Fig. 1: run 1, M1 wires
Drawn at 6 px/µm. Cells faint in the background.
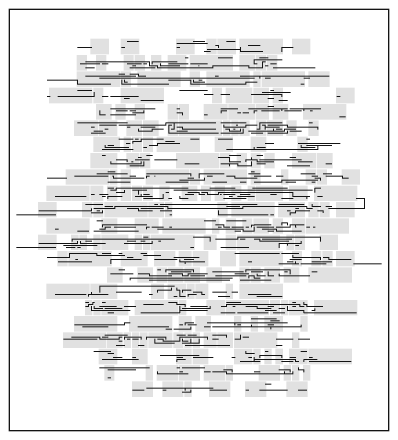
Fig. 2: run 1, the metal 2 layer
Drawn at 6 px/µm.
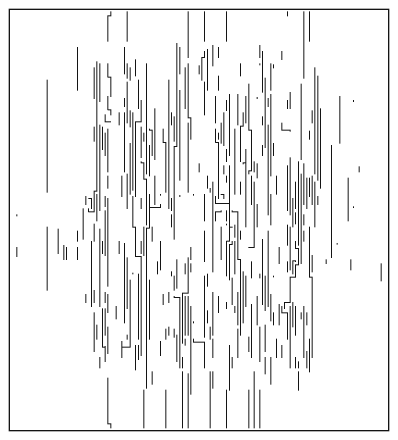
Fig. 3: run 1, M3 wires
Drawn at 4 px/µm. Cells faint in the background.
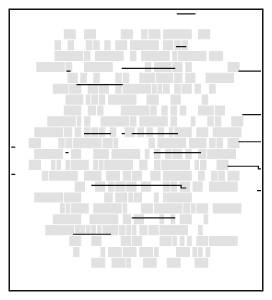
$ cat src/rtl/produto_bcd_seq.sv
// Sequential 8-bit binary to 3-digit BCD converter (double dabble, one bit per clock).
// Captures the multiplier product on start and presents registered digits with a busy/done handshake.
module produto_bcd_seq (
  input  logic       clk,
  input  logic       rst_n,
  input  logic       start,
  input  logic [7:0] P,
  output logic       busy,
  output logic       done,
  output logic [3:0] centenas,
  output logic [3:0] dezenas,
  output logic [3:0] unidades
);

  typedef enum logic [1:0] {
    IDLE = 2'd0,
    CONV = 2'd1,
    DONE = 2'd2
  } state_t;

  state_t      state, state_nxt;
  logic [7:0]  bin;
  logic [11:0] bcd;
  logic [2:0]  cnt;
  logic [11:0] bcd_adj;
  logic [11:0] bcd_nxt;
  logic [7:0]  bin_nxt;

  function automatic logic [3:0] add3(input logic [3:0] n);
    return (n >= 4'd5) ? n + 4'd3 : n;
  endfunction

  always_comb begin
    bcd_adj = {add3(bcd[11:8]), add3(bcd[7:4]), add3(bcd[3:0])};
    bcd_nxt = (bcd_adj << 1) | 12'(bin[7]);
    bin_nxt = bin << 1;
  end

  always_ff @(posedge clk) begin
    if (!rst_n) state <= IDLE;
    else        state <= state_nxt;
  end

  always_comb begin
    state_nxt = state;
    unique case (state)
      IDLE:    if (start) state_nxt = CONV;
      CONV:    if (cnt == 3'd7) state_nxt = DONE;
      DONE:    state_nxt = IDLE;
      default: state_nxt = IDLE;
    endcase
  end

  // Digits are loaded from the post-shift value on the 8th shift only, so they never show scratch
  always_ff @(posedge clk) begin
    if (!rst_n) begin
      bin      <= '0;
      bcd      <= '0;
      cnt      <= '0;
      centenas <= '0;
      dezenas  <= '0;
      unidades <= '0;
    end else begin
      case (state)
        IDLE: begin
          if (start) begin
            bin <= P;
            bcd <= '0;
            cnt <= '0;
          end
        end
        CONV: begin
          bin <= bin_nxt;
          bcd <= bcd_nxt;
          cnt <= cnt + 3'd1;
          if (cnt == 3'd7) begin
            centenas <= bcd_nxt[11:8];
            dezenas  <= bcd_nxt[7:4];
            unidades <= bcd_nxt[3:0];
          end
        end
        default: ;
      endcase
    end
  end

  assign busy = (state == CONV);
  assign done = (state == DONE);

endmodule

$ cat config.mk
export PLATFORM = sky130hd
export DESIGN_NAME = produto_bcd_seq
export DESIGN_NICKNAME = d
export VERILOG_FILES = /design/src/rtl/produto_bcd_seq.sv
export SDC_FILE = /design/constraint.sdc
export NUM_CORES = 1
export LEC_CHECK = 0
export ABC_CLOCK_PERIOD_IN_PS = 1950
export CAP_MARGIN = 20
export CORE_AREA = 4 4 59 66
export DETAILED_ROUTE_END_ITERATION = 8
export DIE_AREA = 0 0 63 70
export GPL_ROUTABILITY_DRIVEN = 0
export HOLD_SLACK_MARGIN = 0.12
export PLACE_DENSITY = 0.77
export REMOVE_ABC_BUFFERS = 1
export SLEW_MARGIN = 20
export SYNTH_ARGS = -nofsm -noshare
export SYNTH_HDL_FRONTEND = slang
export SYNTH_SLANG_ARGS = --single-unit
$ cat constraint.sdc
create_clock -name clk -period 1.95 [get_ports clk]
set_clock_uncertainty 0.1 [all_clocks]
set_input_delay 0.585 -clock clk [delete_from_list [all_inputs] [get_ports clk]]
set_output_delay 0.585 -clock clk [all_outputs]
set_load 0.02 [all_outputs]
==> qor.log, run 1 <==
qor: finish.register_ranked_first_by_flip_flop_count bcd
qor: sta.final_hold_viol_count 0
qor: setup_path.critical_path.endpoint_type output port
qor: power_and_ir_drop.p_leak 0.817 nW
qor: grt.number_of_antenna_violations_at_the_first_check_in_global_routing 0
qor: sta.worst_pin_slew 0.401 ns
qor: power_and_ir_drop.total_power_density_per_cell_area 633 nW/µm²
qor: yosys.top_cell sky130_fd_sc_hd__dfxtp_1
qor: finish.largest_register_ff_count 12
qor: floorplan.core_box_area 3280 µm²
qor: floorplan.die_y 70 µm
qor: power_and_ir_drop.pg_comb 0.132 mW
qor: floorplan.floorplan.initialDensity 51.0%
qor: sta.final_critical_path_setup_slack 0.0711 ns
qor: clock_tree.post_cts_hold_buffer_count 0
qor: placement.preCtsSetupSlack -0.0362 ns
qor: floorplan.rows 22
qor: finish.syn2layout_area_growth 20.4%
qor: placement.total_half_perimeter_wirelength_after_legalization_and_detailed_placement 2550 µm
qor: placement.placed_area 1990 µm²
qor: sta.timing.final.crit_share 96.4%
qor: finish.fill_cells 298
qor: clock_tree.cts_buffers 5
qor: setup_path.required 1.26 ns
qor: power_and_ir_drop.net_sw_share 24.5%
qor: setup_path.timing.critical_path.arrival 1.19 ns
qor: power_and_ir_drop.power.sequential.fraction 61.6%
qor: power_and_ir_drop.power.clock.fraction 28.0%
qor: clock_tree.h-tree-depth 2
qor: clock_tree.clock_sink_total 37
qor: sta.drv_slew 0
qor: yosys.mappedNetlistArea 1670 µm²
qor: clock_tree.tritoncts yes
qor: placement.placed_cells 256
qor: placement.port-buffer-count 24
qor: floorplan.die_area 4410 µm²
qor: grt.grtUsageTotal 17.4%
qor: routing.vias_per_cell 5.54
qor: finish.leading_registers_by_flop_count bcd: 12 flops, bin: 8 flops
qor: outcome.run_status finished, final reports clean
qor: finish.final_core_utilization 61.5%
qor: finish.antenna_cells 0
qor: sta.fin_setup_tns 0 ns
qor: floorplan.io-pin-count 25
qor: yosys.postSynthRegisterBits 37
qor: yosys.synth.avg_cell_area 8.71 µm²
qor: finish.drive_gt1_share 13.3%
qor: sta.post-route-min-period 1.88 ns
qor: grt.first_global_vias 1,361
qor: yosys.ff_type sky130_fd_sc_hd__dfxtp_1
qor: sta.timing.max_slew.rel_slack 73.3%
qor: power_and_ir_drop.cellInternalPower 0.963 mW
qor: floorplan.chipWidth 63 µm
qor: finish.fin_nets 246
qor: yosys.synth_warnings 0
qor: worst_hold_path.hold_path.class register to register
qor: clock_tree.clock.latency.late_pin 0.34 ns
qor: finish.layoutNonFillerInstCount 262
qor: clock_tree.clockRootBuffer sky130_fd_sc_hd__clkbuf_4
qor: yosys.top_cells_by_count sky130_fd_sc_hd__dfxtp_1 (37), sky130_fd_sc_hd__o21ai_0 (22), sky130_fd_sc_hd__nand2_1 (17), sky130_fd_sc_hd__nand3_1 (17), sky130_fd_sc_hd__a21oi_1 (16)
-- Fig. 1 (at the start) --
226 nets have wire on it. The wires run mostly horizontal. The layer carries 1,610 µm of wire.
via total after detailed routing: 1,452
met1 GRT Util: 21.3%
total wire length: 3480 µm

-- Fig. 2 (at the start) --
The wires run mostly vertical. The layer carries 1,660 µm of wire. The layer holds 48% of the routed length. 205 nets have wire on it. The longest straight run is 26.7 µm.
global routing usage on met2: 28.7%

-- Fig. 3 (at the start) --
The layer holds 3.8% of the routed length. The longest straight run is 22.3 µm. The layer carries 131 µm of wire. 15 nets have wire on it. The wires run mostly horizontal.
GRT met3 Usage: 4.50%

run 1: cells by family after synthesis:
family          count (synthesis)  synth area share, %
simple gates                   66                 19.5
fa+ha+maj                       8                 5.99
compound gates                 54                 19.6
mux                             4                 2.62
buf+inv                        20                 6.44
flops                          37                 44.3
xor+xnor                        3                 1.57
run 1: path summary, 6_finish.rpt:
| path | start | end | slack [ns] | cells past startpoint |
|---|---|---|---|---|
| hold reg to reg | unidades[0] | unidades[0] | 0.37 | 2 |
| setup reg to reg | bcd[0] | bcd[2] | 0.23 | 6 |
| hold / removal | unidades[0] | unidades[0] | 0.37 | 2 |
| setup / recovery | state[1] | done | 0.07 | 2 |
run 1: placed cells by master, fill, tap and decap left out, drive strengths merged, types with 5 or more instances in the layout:
cell type      instances
nor2                  14
ha                     8
clkdlybuf4s50         10
a21oi                 16
o21ai                 24
inv                   10
clkbuf                 6
nand3                 17
dfxtp                 37
buf                   14
nor3b                  5
a311oi                 6
dlygate4sd2           13
nand2                 17
run 1: layout make-up:
type                    count  area [µm²]  area share (%)
inverters                  10        37.5            1.86
well taps                  36        45.0            2.24
repair buffers             38         324            16.1
multi-input cells         135         823            40.9
clock buffers               5        37.5            1.86
clock inverters             1        5.00           0.249
flip-flops and latches     37         741            36.8
run 1: per-layer routing:
layer,vias up,global-route usage (%),share of wire [%]
li1,738,-,-
met3,8,4.50,3.8
met1,680,21.3,46
met4,0,7.35,2.3
met2,26,28.7,48
met5,-,0,0
run 1: critical path: stages (launching register included):
cell and delay, ns:
sky130_fd_sc_hd__dfxtp_1 0.35, sky130_fd_sc_hd__nor2b_1 0.16, sky130_fd_sc_hd__dlygate4sd2_1 0.35
run 1: timing repair:
action | 4_1_cts | 5_1_grt
resized | 14 | 2
buffers inserted | 0 | 0
cloned | 0 | 0
endpoints found under the setup margin | 14 | 1
==> run 2: changes to the inputs <==
--- a/config.mk
+++ b/config.mk
@@ -10,7 +10,7 @@
 export CORE_AREA = 4 4 59 66
 export DETAILED_ROUTE_END_ITERATION = 8
 export DIE_AREA = 0 0 63 70
-export GPL_ROUTABILITY_DRIVEN = 0
+export GPL_ROUTABILITY_DRIVEN = 1
 export HOLD_SLACK_MARGIN = 0.12
 export PLACE_DENSITY = 0.77
 export REMOVE_ABC_BUFFERS = 1
==> constraint.sdc (replaced) <==
create_clock -name clk -period 1.95 [get_ports clk]
set_clock_uncertainty 0.1 [all_clocks]
set_input_delay 0.39 -clock clk [delete_from_list [all_inputs] [get_ports clk]]
set_output_delay 0.39 -clock clk [all_outputs]
set_load 0.02 [all_outputs]
Fig. 4: run 2, M3 wires
Drawn at 4 px/µm. Cells faint in the background.
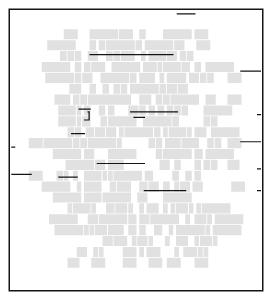
The wires run mostly horizontal. The layer holds 2.7% of the routed length. 12 nets have wire on it. The longest straight run is 20.7 µm. The layer carries 92.9 µm of wire.
via total after detailed routing: 1,393
GRT met3 Usage: 4.02%
total wire length: 3430 µm

==> run 2 against run 1 <==
First-iteration DRC count rose by 12%. Fmax is 4.9% higher. Global-route usage fell by 0.75 points. Area after synthesis unchanged. Sequential power hardly changed. Flip-flop count stayed put. Critical path depth decreased by 1. Register-to-register slack worse by 0.02 ns. Power is 15% higher. Critical path type unchanged. Largest cell class unchanged.
==> qor.log, run 2 <==
qor: outcome.run_status finished, final reports clean [unchanged]
qor: clock_tree.setup_bufs_post_cts 0 [unchanged]
qor: floorplan.chipWidth 63 µm [unchanged]
qor: power_and_ir_drop.total_power_density_per_cell_area 719 nW/µm² [was 633 nW/µm²]
qor: setup_path.critical_path.endpoint_type output port [unchanged]
qor: finish.drive_gt1_share 11.2% [was 13.3%]
qor: grt.grt_overflow_total 0 [unchanged]
qor: power_and_ir_drop.power.sequential.fraction 53.7% [was 61.6%]
qor: setup_path.crit-reg2reg-launch bcd[0] [unchanged]
qor: finish.syn2layout_area_growth 21.9% [was 20.4%]
qor: yosys.mappedNetlistArea 1670 µm² [unchanged]
qor: finish.leading_registers_by_flop_count bcd: 12 flops, bin: 8 flops [unchanged]
qor: power_and_ir_drop.power.clock.fraction 37.9% [was 28.0%]
qor: power_and_ir_drop.p_leak 0.754 nW [was 0.817 nW]
qor: worst_hold_path.count_of_cells_along_the_worst_hold_path 2 [unchanged]
qor: yosys.top_cells_by_count sky130_fd_sc_hd__dfxtp_1 (37), sky130_fd_sc_hd__o21ai_0 (22), sky130_fd_sc_hd__nand2_1 (17), sky130_fd_sc_hd__nand3_1 (17), sky130_fd_sc_hd__a21oi_1 (16) [unchanged]
qor: setup_path.timing.critical_path.arrival 1.30 ns [was 1.19 ns]
qor: sta.timing.max_slew.rel_slack 63.7% [was 73.3%]
qor: finish.largest_register_ff_count 12 [unchanged]
qor: finish.register_ranked_first_by_flip_flop_count bcd [unchanged]
qor: yosys.ff_type sky130_fd_sc_hd__dfxtp_1 [unchanged]
qor: clock_tree.tritoncts yes [unchanged]
qor: grt.first_global_vias 1,331 [was 1,361]
qor: yosys.synth.top_cell.area_share 44.3% [unchanged]
qor: placement.preCtsSetupSlack -0.0115 ns [was -0.0362 ns]
qor: sta.post-route-min-period 1.79 ns [was 1.88 ns]
qor: setup_path.r2r_endpoint bcd[2] [unchanged]
qor: floorplan.io-pin-count 25 [unchanged]
qor: sta.final-setup-viol-count 0 [unchanged]
qor: clock_tree.clockRootBuffer sky130_fd_sc_hd__clkbuf_4 [unchanged]
qor: finish.antenna_cells 0 [unchanged]
qor: flow_run.log.warning_count 28 [unchanged]
qor: setup_path.cp_slowest_cell sky130_fd_sc_hd__clkdlybuf4s50_1 [was sky130_fd_sc_hd__dfxtp_1]
qor: yosys.postSynthRegisterBits 37 [unchanged]
qor: routing.firstDrtPassIters 4 [unchanged]
qor: setup_path.required 1.46 ns [was 1.26 ns]
qor: floorplan.core_box_area 3280 µm² [unchanged]
qor: power_and_ir_drop.comb_power_share 8.5% [was 10.4%]
qor: finish.lay_top_cells sky130_fd_sc_hd__dfxtp_1 (37), sky130_fd_sc_hd__o21ai_0 (22), sky130_fd_sc_hd__clkdlybuf4s50_1 (22) [was sky130_fd_sc_hd__dfxtp_1 (37), sky130_fd_sc_hd__o21ai_0 (22), sky130_fd_sc_hd__nand2_1 (17), sky130_fd_sc_hd__nand3_1 (17), sky130_fd_sc_hd__a21oi_1 (16)]
qor: clock_tree.clock_tree.buffer_depth 2 [unchanged]
qor: sta.drv_slew 0 [unchanged]
qor: clock_tree.cts_buffers 5 [unchanged]
qor: power_and_ir_drop.net_sw_share 22.4% [was 24.5%]
qor: yosys.synth.avg_cell_area 8.71 µm² [unchanged]
qor: placement.total_half_perimeter_wirelength_after_legalization_and_detailed_placement 2400 µm [was 2550 µm]
qor: grt.number_of_antenna_violations_at_the_first_check_in_global_routing 0 [unchanged]
qor: finish.comb_area 823 µm² [unchanged]
qor: setup_path.critPathLaunch dezenas[2] [was state[1]]
qor: finish.layout.area.seq 741 µm² [unchanged]
qor: clock_tree.cts_repair_resize_count 2 [was 14]
qor: setup_path.critical_path.endpoint dezenas[2] [was done]
qor: setup_path.critical_path_cell_count 1 [was 2]
qor: yosys.top_cell sky130_fd_sc_hd__dfxtp_1 [unchanged]
qor: clock_tree.clock_sink_total 37 [unchanged]
qor: setup_path.path_buffers 1 [unchanged]
qor: finish.fin_nets 241 [was 246]
qor: floorplan.floorplan.initialDensity 51.0% [unchanged]
qor: yosys.postSynthSeqShare 44.3% [unchanged]
qor: sta.worst_pin_slew 0.544 ns [was 0.401 ns]
qor: setup_path.worstPathCellList clkdlybuf4s50_1 [was nor2b_1, dlygate4sd2_1]
qor: finish.layoutNonFillerInstCount 259 [was 262]
qor: setup_path.crit_family buffers and inverters [was flip-flops]
qor: yosys.synthesis.instances 192 [unchanged]
qor: floorplan.die_y 70 µm [unchanged]
qor: setup_path.largest_stage_delay_on_the_critical_path 0.61 ns [was 0.35 ns]
qor: placement.placed_cells 251 [was 256]
qor: setup_path.reg2regPathDepth 6 [unchanged]
qor: sta.timing.final.crit_share 91.9% [was 96.4%]
qor: yosys.synth_warnings 0 [unchanged]
qor: power_and_ir_drop.cellInternalPower 1.14 mW [was 0.963 mW]
qor: finish.fill_cells 290 [was 298]
qor: clock_tree.register_clock_pin_slew_on_the_reported_worst_setup_and_hold_paths 0.11 ns [was 0.10 ns]
qor: placement.port-buffer-count 24 [unchanged]
qor: grt.grtUsageTotal 16.6% [was 17.4%]
qor: routing.vias_per_cell 5.38 [was 5.54]
qor: worst_hold_path.hold_path.class register to register [unchanged]
qor: finish.lay_top_count sky130_fd_sc_hd__dfxtp_1 [unchanged]
qor: setup_path.setup.reg_to_reg.worst_slack 0.21 ns [was 0.23 ns]
qor: sta.final_critical_path_setup_slack 0.159 ns [was 0.0711 ns]
qor: clock_tree.clock.latency.late_pin 0.35 ns [was 0.34 ns]
qor: clock_tree.h-tree-depth 2 [unchanged]
qor: clock_tree.post_cts_hold_buffer_count 0 [unchanged]
qor: floorplan.die_area 4410 µm² [unchanged]
qor: floorplan.rows 22 [unchanged]
qor: sta.final_hold_viol_count 0 [unchanged]
Fig. 5: run 2, routing congestion
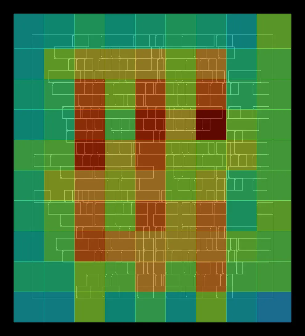
DR WL/cell: 13.2 µm
met1 GRT Util: 21.1%
most utilized layer in the global route result: met2
global routing usage on met2: 27.0%

run 2: cell counts after synthesis:
No cell type changed its count.
run 2: worst min-delay path by stage:
stage	startpoint	to	slack, ns
CTS	unidades[0]	unidades[0]	0.37
detailed placement	unidades[0]	unidades[0]	0.35
global route	centenas[2]	centenas[2]	0.40
finish	bin[0]	bin[1]	0.37
global placement	unidades[0]	unidades[0]	0.35
floorplan	bcd[9]	bcd[9]	0.34
run 2: per-stage QoR:
stage	cell area, µm²	power [mW]	util [%]	TNS [ns]
after floorplan	1600	0.865	-	0
after global placement	1950	0.926	59.7	0
after detailed placement	1950	0.927	59.7	-0.0115
after CTS	2040	1.47	62.2	0
after global routing	2040	1.52	62.2	0
final	2040	1.46	62.2	0
run 2: logic make-up (layout without fill, tap and decap cells):
kind of cell,after synthesis,in the layout,synth area share (%)
multiplexers,4,4,2.62
XOR/XNOR,3,3,1.57
buffers and inverters,20,51,6.44
AND-OR/OR-AND,54,54,19.6
AND/OR/NAND/NOR,66,66,19.5
flip-flops,37,37,44.3
adder cells (fa/ha/maj),8,8,5.99
run 2: cell type report:
cell class / instances / area share [%]
Clock buffer: 7 / 2.70
Multi-Input combinational cell: 135 / 40.4
Inverter: 10 / 1.84
Clock inverter: 1 / 1.47
Timing Repair Buffer: 33 / 15.0
Tap cell: 36 / 2.21
Sequential cell: 37 / 36.4
run 2: power groups by stage:
stage	clock network (mW)	registers (mW)	logic, mW
final	0.554	0.786	0.124
after global routing	0.592	0.789	0.138
after CTS	0.562	0.786	0.124
after detailed placement	0	0.803	0.124
after global placement	0	0.803	0.124
after floorplan	0	0.801	0.0634
run 2: layer usage:
layer / up-vias / part of all wire, %
met5: - / 0
li1: 732 / -
met2: 23 / 47
met3: 6 / 2.7
met1: 632 / 49
met4: 0 / 1.7
No activity file was given, so power comes from the tool's default toggle rates.
